### src/rtl/isa_read_responder_if.sv
`default_nettype none
// ============================================================================
// isa_read_responder_if : cache-side fetch and DDR burst-read signal bundle
// Rev 1.0
// ============================================================================
interface isa_read_responder_if #(
  parameter int ISA_WIDTH      = 30,
  parameter int DDR_ADDR_WIDTH = 28,
  parameter int DDR_DATA_WIDTH = 64
);

  // Instruction-cache side
  logic                      ISA_read_req;
  logic [DDR_ADDR_WIDTH-1:0] ISA_read_addr;
  logic [9:0]                isa_read_len;
  logic [ISA_WIDTH-1:0]      instruction_to_cache;
  logic [9:0]                rd_cnt_isa;
  logic                      rd_burst_data_valid;
  logic                      ddr_rdy;
  logic [3:0]                state_interface_module;
  logic                      isa_short_err;

  // DDR controller side
  logic                      rd_burst_req;
  logic [DDR_ADDR_WIDTH-1:0] rd_burst_addr;
  logic [9:0]                rd_burst_len;
  logic                      ddr_rd_data_valid;
  logic [DDR_DATA_WIDTH-1:0] ddr_rd_data;
  logic                      rd_burst_finish;

  // Environment view: cache requester plus DDR controller
  modport master (
    output ISA_read_req,
    output ISA_read_addr,
    output isa_read_len,
    input  instruction_to_cache,
    input  rd_cnt_isa,
    input  rd_burst_data_valid,
    input  ddr_rdy,
    input  state_interface_module,
    input  isa_short_err,
    input  rd_burst_req,
    input  rd_burst_addr,
    input  rd_burst_len,
    output ddr_rd_data_valid,
    output ddr_rd_data,
    output rd_burst_finish
  );

  // Responder view
  modport slave (
    input  ISA_read_req,
    input  ISA_read_addr,
    input  isa_read_len,
    output instruction_to_cache,
    output rd_cnt_isa,
    output rd_burst_data_valid,
    output ddr_rdy,
    output state_interface_module,
    output isa_short_err,
    output rd_burst_req,
    output rd_burst_addr,
    output rd_burst_len,
    input  ddr_rd_data_valid,
    input  ddr_rd_data,
    input  rd_burst_finish
  );

endinterface
`default_nettype wire

### src/rtl/isa_read_responder.sv
`default_nettype none
// ============================================================================
// isa_read_responder : turns an instruction-fetch request into one DDR burst
// read and streams the returned words to the instruction cache.
// Rev 1.0
// ============================================================================
module isa_read_responder #(
  parameter int ISA_WIDTH      = 30,
  parameter int DDR_ADDR_WIDTH = 28,
  parameter int DDR_DATA_WIDTH = 64,
  parameter int MAX_BURST      = 128
) (
  input  wire logic           clk,
  input  wire logic           rst,
  isa_read_responder_if.slave bus
);

  localparam logic [9:0] MAX_LEN = 10'(MAX_BURST);

  typedef enum logic [3:0] {
    IDLE         = 4'd0,
    MEM_READ_ISA = 4'd5,
    ISA_DONE     = 4'd6
  } state_t;

  state_t                    state;
  state_t                    state_next;

  logic [DDR_ADDR_WIDTH-1:0] burst_addr;
  logic [9:0]                burst_len;
  logic [9:0]                cnt;
  logic [9:0]                cnt_next;
  logic [9:0]                eff_len;
  logic [ISA_WIDTH-1:0]      instr;
  logic                      data_valid;
  logic                      short_err;

  logic                      accept;
  logic                      beat_take;
  logic                      burst_end;

  always_comb begin
    eff_len   = (bus.isa_read_len > MAX_LEN) ? MAX_LEN : bus.isa_read_len;
    accept    = (state == IDLE) && bus.ISA_read_req && (bus.isa_read_len != 10'd0);
    // Beats beyond the requested length are dropped so the count never exceeds L
    beat_take = (state == MEM_READ_ISA) && bus.ddr_rd_data_valid && (cnt < burst_len);
    burst_end = (state == MEM_READ_ISA) && bus.rd_burst_finish;
    cnt_next  = cnt + {9'd0, beat_take};
  end

  always_ff @(posedge clk or posedge rst) begin
    if (rst) begin
      state <= IDLE;
    end else begin
      state <= state_next;
    end
  end

  always_comb begin
    state_next = state;
    case (state)
      IDLE: begin
        if (accept) begin
          state_next = MEM_READ_ISA;
        end
      end
      MEM_READ_ISA: begin
        if (bus.rd_burst_finish) begin
          state_next = ISA_DONE;
        end
      end
      ISA_DONE: begin
        if (!bus.ISA_read_req) begin
          state_next = IDLE;
        end
      end
      default: begin
        state_next = IDLE;
      end
    endcase
  end

  always_ff @(posedge clk or posedge rst) begin
    if (rst) begin
      burst_addr <= '0;
      burst_len  <= 10'd0;
      cnt        <= 10'd0;
      instr      <= '0;
      data_valid <= 1'b0;
      short_err  <= 1'b0;
    end else begin
      data_valid <= 1'b0;
      if (accept) begin
        burst_addr <= bus.ISA_read_addr;
        burst_len  <= eff_len;
        cnt        <= 10'd0;
        short_err  <= 1'b0;
      end
      if (beat_take) begin
        instr      <= bus.ddr_rd_data[ISA_WIDTH-1:0];
        cnt        <= cnt_next;
        data_valid <= 1'b1;
      end
      // A beat landing with the finish pulse is already folded into cnt_next
      if (burst_end && (cnt_next < burst_len)) begin
        short_err <= 1'b1;
      end
    end
  end

  // Upper DDR bits carry nothing for the instruction path
  generate
    if (DDR_DATA_WIDTH > ISA_WIDTH) begin : g_unused_hi
      logic unused_hi;
      assign unused_hi = ^bus.ddr_rd_data[DDR_DATA_WIDTH-1:ISA_WIDTH];
    end
  endgenerate

  assign bus.ddr_rdy                = (state == IDLE);
  assign bus.rd_burst_req           = (state == MEM_READ_ISA);
  assign bus.rd_burst_addr          = burst_addr;
  assign bus.rd_burst_len           = burst_len;
  assign bus.instruction_to_cache   = instr;
  assign bus.rd_cnt_isa             = cnt;
  assign bus.rd_burst_data_valid    = data_valid;
  assign bus.isa_short_err          = short_err;
  assign bus.state_interface_module = state;

endmodule
`default_nettype wire

### src/flat_wrapper.sv
// flat-port wrapper written by rule: the top's interface ports become plain ports
module isa_read_responder_flat 
#(
  parameter int ISA_WIDTH      = 30,
  parameter int DDR_ADDR_WIDTH = 28,
  parameter int DDR_DATA_WIDTH = 64,
  parameter int MAX_BURST      = 128
)
  (clk, rst, bus_ISA_read_req, bus_ISA_read_addr, bus_isa_read_len, bus_instruction_to_cache, bus_rd_cnt_isa, bus_rd_burst_data_valid, bus_ddr_rdy, bus_state_interface_module, bus_isa_short_err, bus_rd_burst_req, bus_rd_burst_addr, bus_rd_burst_len, bus_ddr_rd_data_valid, bus_ddr_rd_data, bus_rd_burst_finish);
  isa_read_responder_if #(.ISA_WIDTH(ISA_WIDTH), .DDR_ADDR_WIDTH(DDR_ADDR_WIDTH), .DDR_DATA_WIDTH(DDR_DATA_WIDTH)) bus_i ();
  input  wire logic clk;
  input  wire logic rst;
  input wire logic [$bits(bus_i.ISA_read_req)-1:0] bus_ISA_read_req;
  input wire logic [$bits(bus_i.ISA_read_addr)-1:0] bus_ISA_read_addr;
  input wire logic [$bits(bus_i.isa_read_len)-1:0] bus_isa_read_len;
  output wire logic [$bits(bus_i.instruction_to_cache)-1:0] bus_instruction_to_cache;
  output wire logic [$bits(bus_i.rd_cnt_isa)-1:0] bus_rd_cnt_isa;
  output wire logic [$bits(bus_i.rd_burst_data_valid)-1:0] bus_rd_burst_data_valid;
  output wire logic [$bits(bus_i.ddr_rdy)-1:0] bus_ddr_rdy;
  output wire logic [$bits(bus_i.state_interface_module)-1:0] bus_state_interface_module;
  output wire logic [$bits(bus_i.isa_short_err)-1:0] bus_isa_short_err;
  output wire logic [$bits(bus_i.rd_burst_req)-1:0] bus_rd_burst_req;
  output wire logic [$bits(bus_i.rd_burst_addr)-1:0] bus_rd_burst_addr;
  output wire logic [$bits(bus_i.rd_burst_len)-1:0] bus_rd_burst_len;
  input wire logic [$bits(bus_i.ddr_rd_data_valid)-1:0] bus_ddr_rd_data_valid;
  input wire logic [$bits(bus_i.ddr_rd_data)-1:0] bus_ddr_rd_data;
  input wire logic [$bits(bus_i.rd_burst_finish)-1:0] bus_rd_burst_finish;
  assign bus_i.ISA_read_req = bus_ISA_read_req;
  assign bus_i.ISA_read_addr = bus_ISA_read_addr;
  assign bus_i.isa_read_len = bus_isa_read_len;
  assign bus_instruction_to_cache = bus_i.instruction_to_cache;
  assign bus_rd_cnt_isa = bus_i.rd_cnt_isa;
  assign bus_rd_burst_data_valid = bus_i.rd_burst_data_valid;
  assign bus_ddr_rdy = bus_i.ddr_rdy;
  assign bus_state_interface_module = bus_i.state_interface_module;
  assign bus_isa_short_err = bus_i.isa_short_err;
  assign bus_rd_burst_req = bus_i.rd_burst_req;
  assign bus_rd_burst_addr = bus_i.rd_burst_addr;
  assign bus_rd_burst_len = bus_i.rd_burst_len;
  assign bus_i.ddr_rd_data_valid = bus_ddr_rd_data_valid;
  assign bus_i.ddr_rd_data = bus_ddr_rd_data;
  assign bus_i.rd_burst_finish = bus_rd_burst_finish;
  isa_read_responder #(.ISA_WIDTH(ISA_WIDTH), .DDR_ADDR_WIDTH(DDR_ADDR_WIDTH), .DDR_DATA_WIDTH(DDR_DATA_WIDTH), .MAX_BURST(MAX_BURST)) u_core (.clk(clk), .rst(rst), .bus(bus_i));
endmodule
### config.mk
export PLATFORM = sky130hd
export DESIGN_NAME = isa_read_responder_flat
export DESIGN_NICKNAME = d
export VERILOG_FILES = /design/src/rtl/isa_read_responder_if.sv /design/src/rtl/isa_read_responder.sv /design/src/flat_wrapper.sv
export SDC_FILE = /design/constraint.sdc
export NUM_CORES = 1
export LEC_CHECK = 0
export CAP_MARGIN = 20
export CORE_ASPECT_RATIO = 0.75
export CORE_MARGIN = 2
export CORE_UTILIZATION = 40
export CTS_CLUSTER_DIAMETER = 80
export DETAILED_ROUTE_END_ITERATION = 16
export GPL_TIMING_DRIVEN = 0
export PLACE_DENSITY = 0.84
export SYNTH_ARGS = -nofsm -noshare
export SYNTH_HDL_FRONTEND = slang
export SYNTH_SLANG_ARGS = --single-unit
### constraint.sdc
create_clock -name clk -period 3.77 [get_ports clk]
set_input_delay 0.754 -clock clk [delete_from_list [all_inputs] [get_ports clk]]
set_output_delay 0.754 -clock clk [all_outputs]
set_load 0.005 [all_outputs]
Fig. 1: run 1, the metal 1 layer
Bar = 20 µm. Supply wires on this layer in grey.
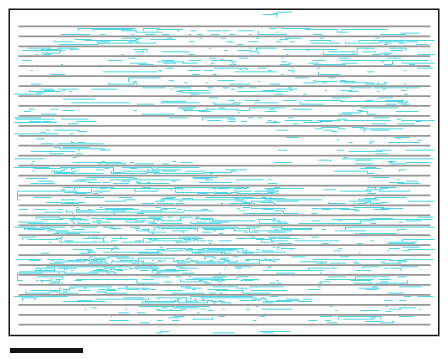
The wires run mostly horizontal. The longest straight run is 29.4 µm. The layer holds 44% of the routed length. 489 nets have wire on it.
GRT met1 Usage: 0.246
final WL: 9870 µm
Via Count: 2945

Fig. 2: run 1, signal wires on met2
Cells faint in the background.
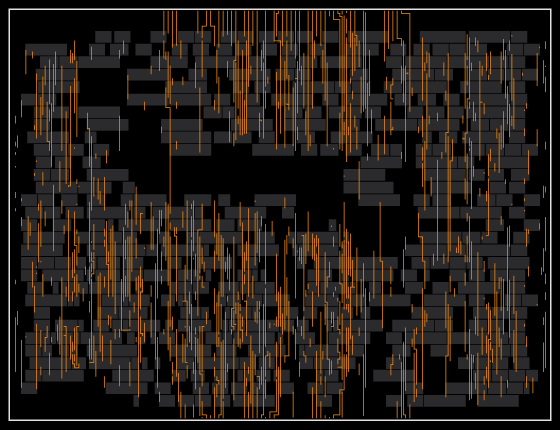
The layer carries 4530 µm of wire. 508 nets have wire on it.
GRT met2 Usage: 0.313

==> flow_summary.yaml, run 1 <==
# physical design summary
power_and_ir_drop:
  power_leakage_nw: 2.62
  power.clock.fraction: 0.249
  powerClk_mw: 1.00
  pwr-share-comb: 0.395
  ir_drop_v: 0.000406
  seqPwrFrac: 0.356
  p_switching_mw: 1.06
place:
  hpwl_um: 7250
  place_congestion: 0.827
  io_buffers: 157
hold_path:
  hold_start: "u_core.bus.instruction_to_cache[7]$_DFFE_PP0P_"
critical_path:
  worstPathArrival_ns: 3.78
  cp_slowest_cell: "dfrtp_1"
  crit_family: "simple AND/OR/NAND/NOR gates"
  worst-path-max-fanout: 12
  cp_slowest_stage_delay_ns: 0.36
  crit_type: "register to register"
clock_tree:
  holdBufCountCts: 0
  clk_latency_ns: 0.33
synth:
  avgSynthCellArea_um2: 13.2
  fp_nets: 419
  syn-cell-area_um2: 3840
  edf_count: 0
  yosys_warnings: 0
  synth_dominant_cell_count: "dfrtp_1"
  synthTopCellsByCount: "dfrtp_1 (83), mux2_2 (55), ha_1 (21), inv_1 (17), nand2_1 (16)"
  synth-cells-yosys: 291
  area_leaders: "dfrtp_1 (54%), mux2_2 (16%), ha_1 (6.8%), inv_1 (1.7%), a22o_1 (1.6%)"
  ys_seq_share: 0.541
  top_cell_area_share: 0.541
finish:
  comb.multi_input.count: 180
  nNetsFinal: 590
  sh_comb_area: 0.275
  seq_cells: 83
route:
  drtPass1Iterations: 4
  wl_per_cell_um: 16.6
  dr_wl_met2_um: 4530
  vias_per_cell: 4.95
floorplan:
  core_um2: 9200
  fp-row-count: 30
  die_h_um: 88.8
job:
  drv_cap: 0
  warnings: 61
final_timing:
  min_period_over_period: 0.935
  slew_viol_final: 0
  finalSetupTns_ns: 0
outcome:
  outcome: "complete, no violations"
global_route:
  grt_pass1_wl_um: 15300
  grt_overflow: 0
Fig. 3: run 1, met3 routing
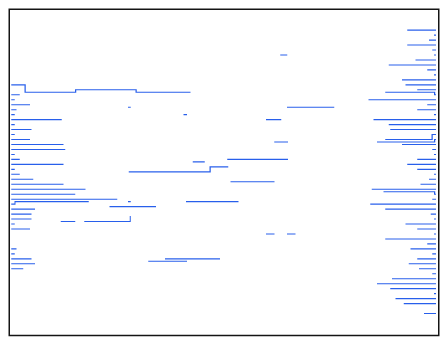
The layer holds 8.3% of the routed length. 98 nets have wire on it.

Fig. 4: run 1, metal 4
Supply wires on this layer in grey.
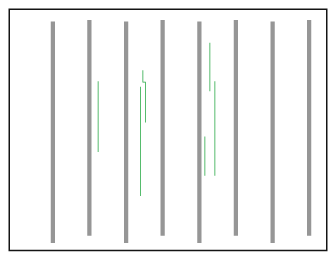
The wires run mostly vertical. The longest straight run is 40.1 µm.

==> run 1: sequential cells by signal, summed over array words and instances (netlist names) <==
signal,count
u_core.bus.instruction_to_cache,30
u_core.bus.rd_burst_len,10
u_core.bus.rd_cnt_isa,10
u_core.bus.isa_short_err,1
u_core.bus.rd_burst_addr,28
u_core.bus.rd_burst_data_valid,1
u_core.bus.state_interface_module,3
==> run 1: cells by family after synthesis <==
kind of cell / synth area share
flip-flops: 0.541
other: 0.000978
AND/OR/NAND/NOR: 0.0695
multiplexers: 0.176
XOR/XNOR: 0.0205
buffers and inverters: 0.0444
adder cells (fa/ha/maj): 0.0685
AND-OR/OR-AND: 0.0786
==> run 2, diff against run 1 <==
--- a/config.mk
+++ b/config.mk
@@ -13,6 +13,7 @@
 export DETAILED_ROUTE_END_ITERATION = 16
 export GPL_TIMING_DRIVEN = 0
 export PLACE_DENSITY = 0.84
+export SLEW_MARGIN = 0
 export SYNTH_ARGS = -nofsm -noshare
 export SYNTH_HDL_FRONTEND = slang
 export SYNTH_SLANG_ARGS = --single-unit
==> constraint.sdc (replaced) <==
create_clock -name clk -period 3.77 [get_ports clk]
set_input_delay 1.131 -clock clk [delete_from_list [all_inputs] [get_ports clk]]
set_output_delay 1.131 -clock clk [all_outputs]
set_load 0.005 [all_outputs]
==> flow_summary.yaml, run 2 <==
# physical design summary
route:
  drt-total-wl_um: 9930
  dr_total_vias: 2981
  drtPass1Iterations: 4
power_and_ir_drop:
  ir_drop_v: 0.000406
  power_leakage_nw: 2.65
  seqPwrFrac: 0.356
  pwr-share-comb: 0.395
  powerClk_mw: 1.00
  p_switching_mw: 1.06
synth:
  avgSynthCellArea_um2: 13.2
  syn-cell-area_um2: 3840
  synth_dominant_cell_count: "dfrtp_1"
critical_path:
  worstPathArrival_ns: 3.87
  crit_type: "input pin to register"
  worst-path-max-fanout: 7
  cp_slowest_cell: "clkdlybuf4s50_1"
finish:
  sh_comb_area: 0.274
  comb.multi_input.count: 180
  nNetsFinal: 599
  largest_register_ffs: 30
global_route:
  grt_use_met2: 0.319
  grt_pass1_wl_um: 15500
floorplan:
  fp-row-count: 30
place:
  hpwl_um: 7250
  place_congestion: 0.827
outcome:
  outcome: "complete, no violations"
job:
  drv_cap: 0
final_timing:
  slew_viol_final: 0
## run 2: cell counts after synthesis
Identical to the previous run, type by type.
## run 2: cell families (layout without fill, tap and decap cells)
group,count (synthesis),after routing,synth area share
fa+ha+maj,21,21,0.0685
mux,60,60,0.176
other cells,1,1,0.000978
compound gates,40,40,0.0786
flops,83,83,0.541
buf+inv,28,213,0.0444
simple gates,49,49,0.0695
xor+xnor,9,9,0.0205
## run 2: layer usage
metal  part of all wire  up-vias
li1                   -     1387
met3              0.083       16
met5                  0        -
met4              0.015        0
met2               0.47      111
met1               0.43     1467
## run 2: what timing repair did
item | CTS | global route
resized | 12 | 4
pin swaps | 4 | 7
endpoints found under the setup margin | 1 | 1
cloned | 0 | 0
setup buffers | 2 | 10
Fig. 5: run 2, met3 routing
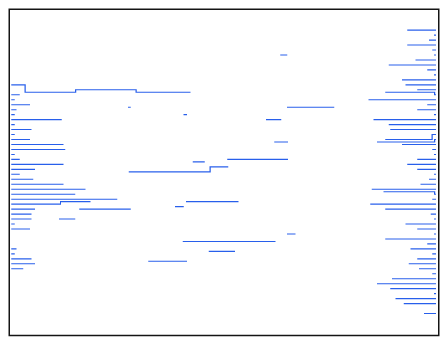
The layer holds 8.3% of the routed length. The layer carries 822 µm of wire. The wires run mostly horizontal. 97 nets have wire on it. The longest straight run is 28.8 µm.

==> run 3, diff against run 2 <==
--- a/config.mk
+++ b/config.mk
@@ -6,7 +6,7 @@
 export NUM_CORES = 1
 export LEC_CHECK = 0
 export CAP_MARGIN = 20
-export CORE_ASPECT_RATIO = 0.75
+export CORE_ASPECT_RATIO = 2
 export CORE_MARGIN = 2
 export CORE_UTILIZATION = 40
 export CTS_CLUSTER_DIAMETER = 80
==> flow_summary.yaml, run 3 <==
# physical design summary
finish:
  largest_register_ffs: 30
critical_path:
  worst-path-max-fanout: 6
  cp_slowest_cell: "clkdlybuf4s50_1"
  crit_family: "AND-OR/OR-AND gates"
  crit_type: "input pin to register"
synth:
  avgSynthCellArea_um2: 13.2
  fp_nets: 419
  synthTopCellsByCount: "dfrtp_1 (83), mux2_2 (55), ha_1 (21), inv_1 (17), nand2_1 (16)"
  area_leaders: "dfrtp_1 (54%), mux2_2 (16%), ha_1 (6.8%), inv_1 (1.7%), a22o_1 (1.6%)"
  yosys_warnings: 0
  top_cell_area_share: 0.541
power_and_ir_drop:
  p_switching_mw: 1.09
  power.clock.fraction: 0.244
  powerClk_uw: 986
  power_leakage_nw: 2.69
  ir_drop_v: 0.000485
route:
  wl_per_cell_um: 18.5
  vias_per_cell: 5.22
  drtPass1Iterations: 4
place:
  io_buffers: 157
global_route:
  grt_use_met2: 0.378
  grt_overflow: 0
final_timing:
  finalSetupTns_ns: 0
job:
  drv_cap: 0
floorplan:
  fp-row-count: 50
clock_tree:
  clk_latency_ns: 0.34
outcome:
  outcome: "complete, no violations"
-- run 3: cell families after synthesis --
group	count (synthesis)	synth area share
AND/OR/NAND/NOR	49	0.0695
flip-flops	83	0.541
other	1	0.000978
AND-OR/OR-AND	40	0.0786
XOR/XNOR	9	0.0205
adder cells (fa/ha/maj)	21	0.0685
multiplexers	60	0.176
buffers and inverters	28	0.0444
-- run 3: final cells by class --
class / instances / share of cell area
clock buffer: 9 / 0.0368
inverter: 17 / 0.0108
tap: 104 / 0.0213
multi-input combinational: 180 / 0.277
timing repair buffer: 176 / 0.284
buffer: 10 / 0.0141
sequential: 83 / 0.340
clock inverter: 5 / 0.0170
-- run 3: what timing repair did --
action / CTS / global route
endpoints found under the setup margin: 1 / 1
setup buffers: 7 / 11
resized: 12 / 6
pin swaps: 4 / 9
Fig. 6: run 3, met3 routing
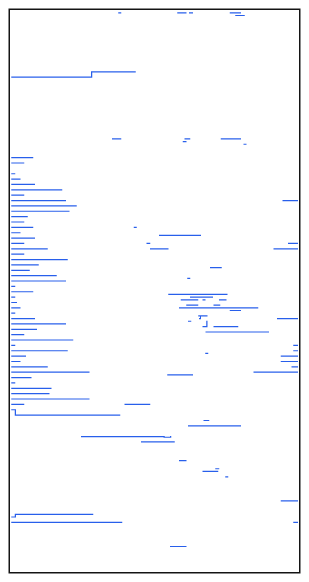
final WL: 10800 µm
met3 Use GR: 0.0666
Via Count: 3049

Power figures rest on the tool's default switching activity, not on a simulated workload.
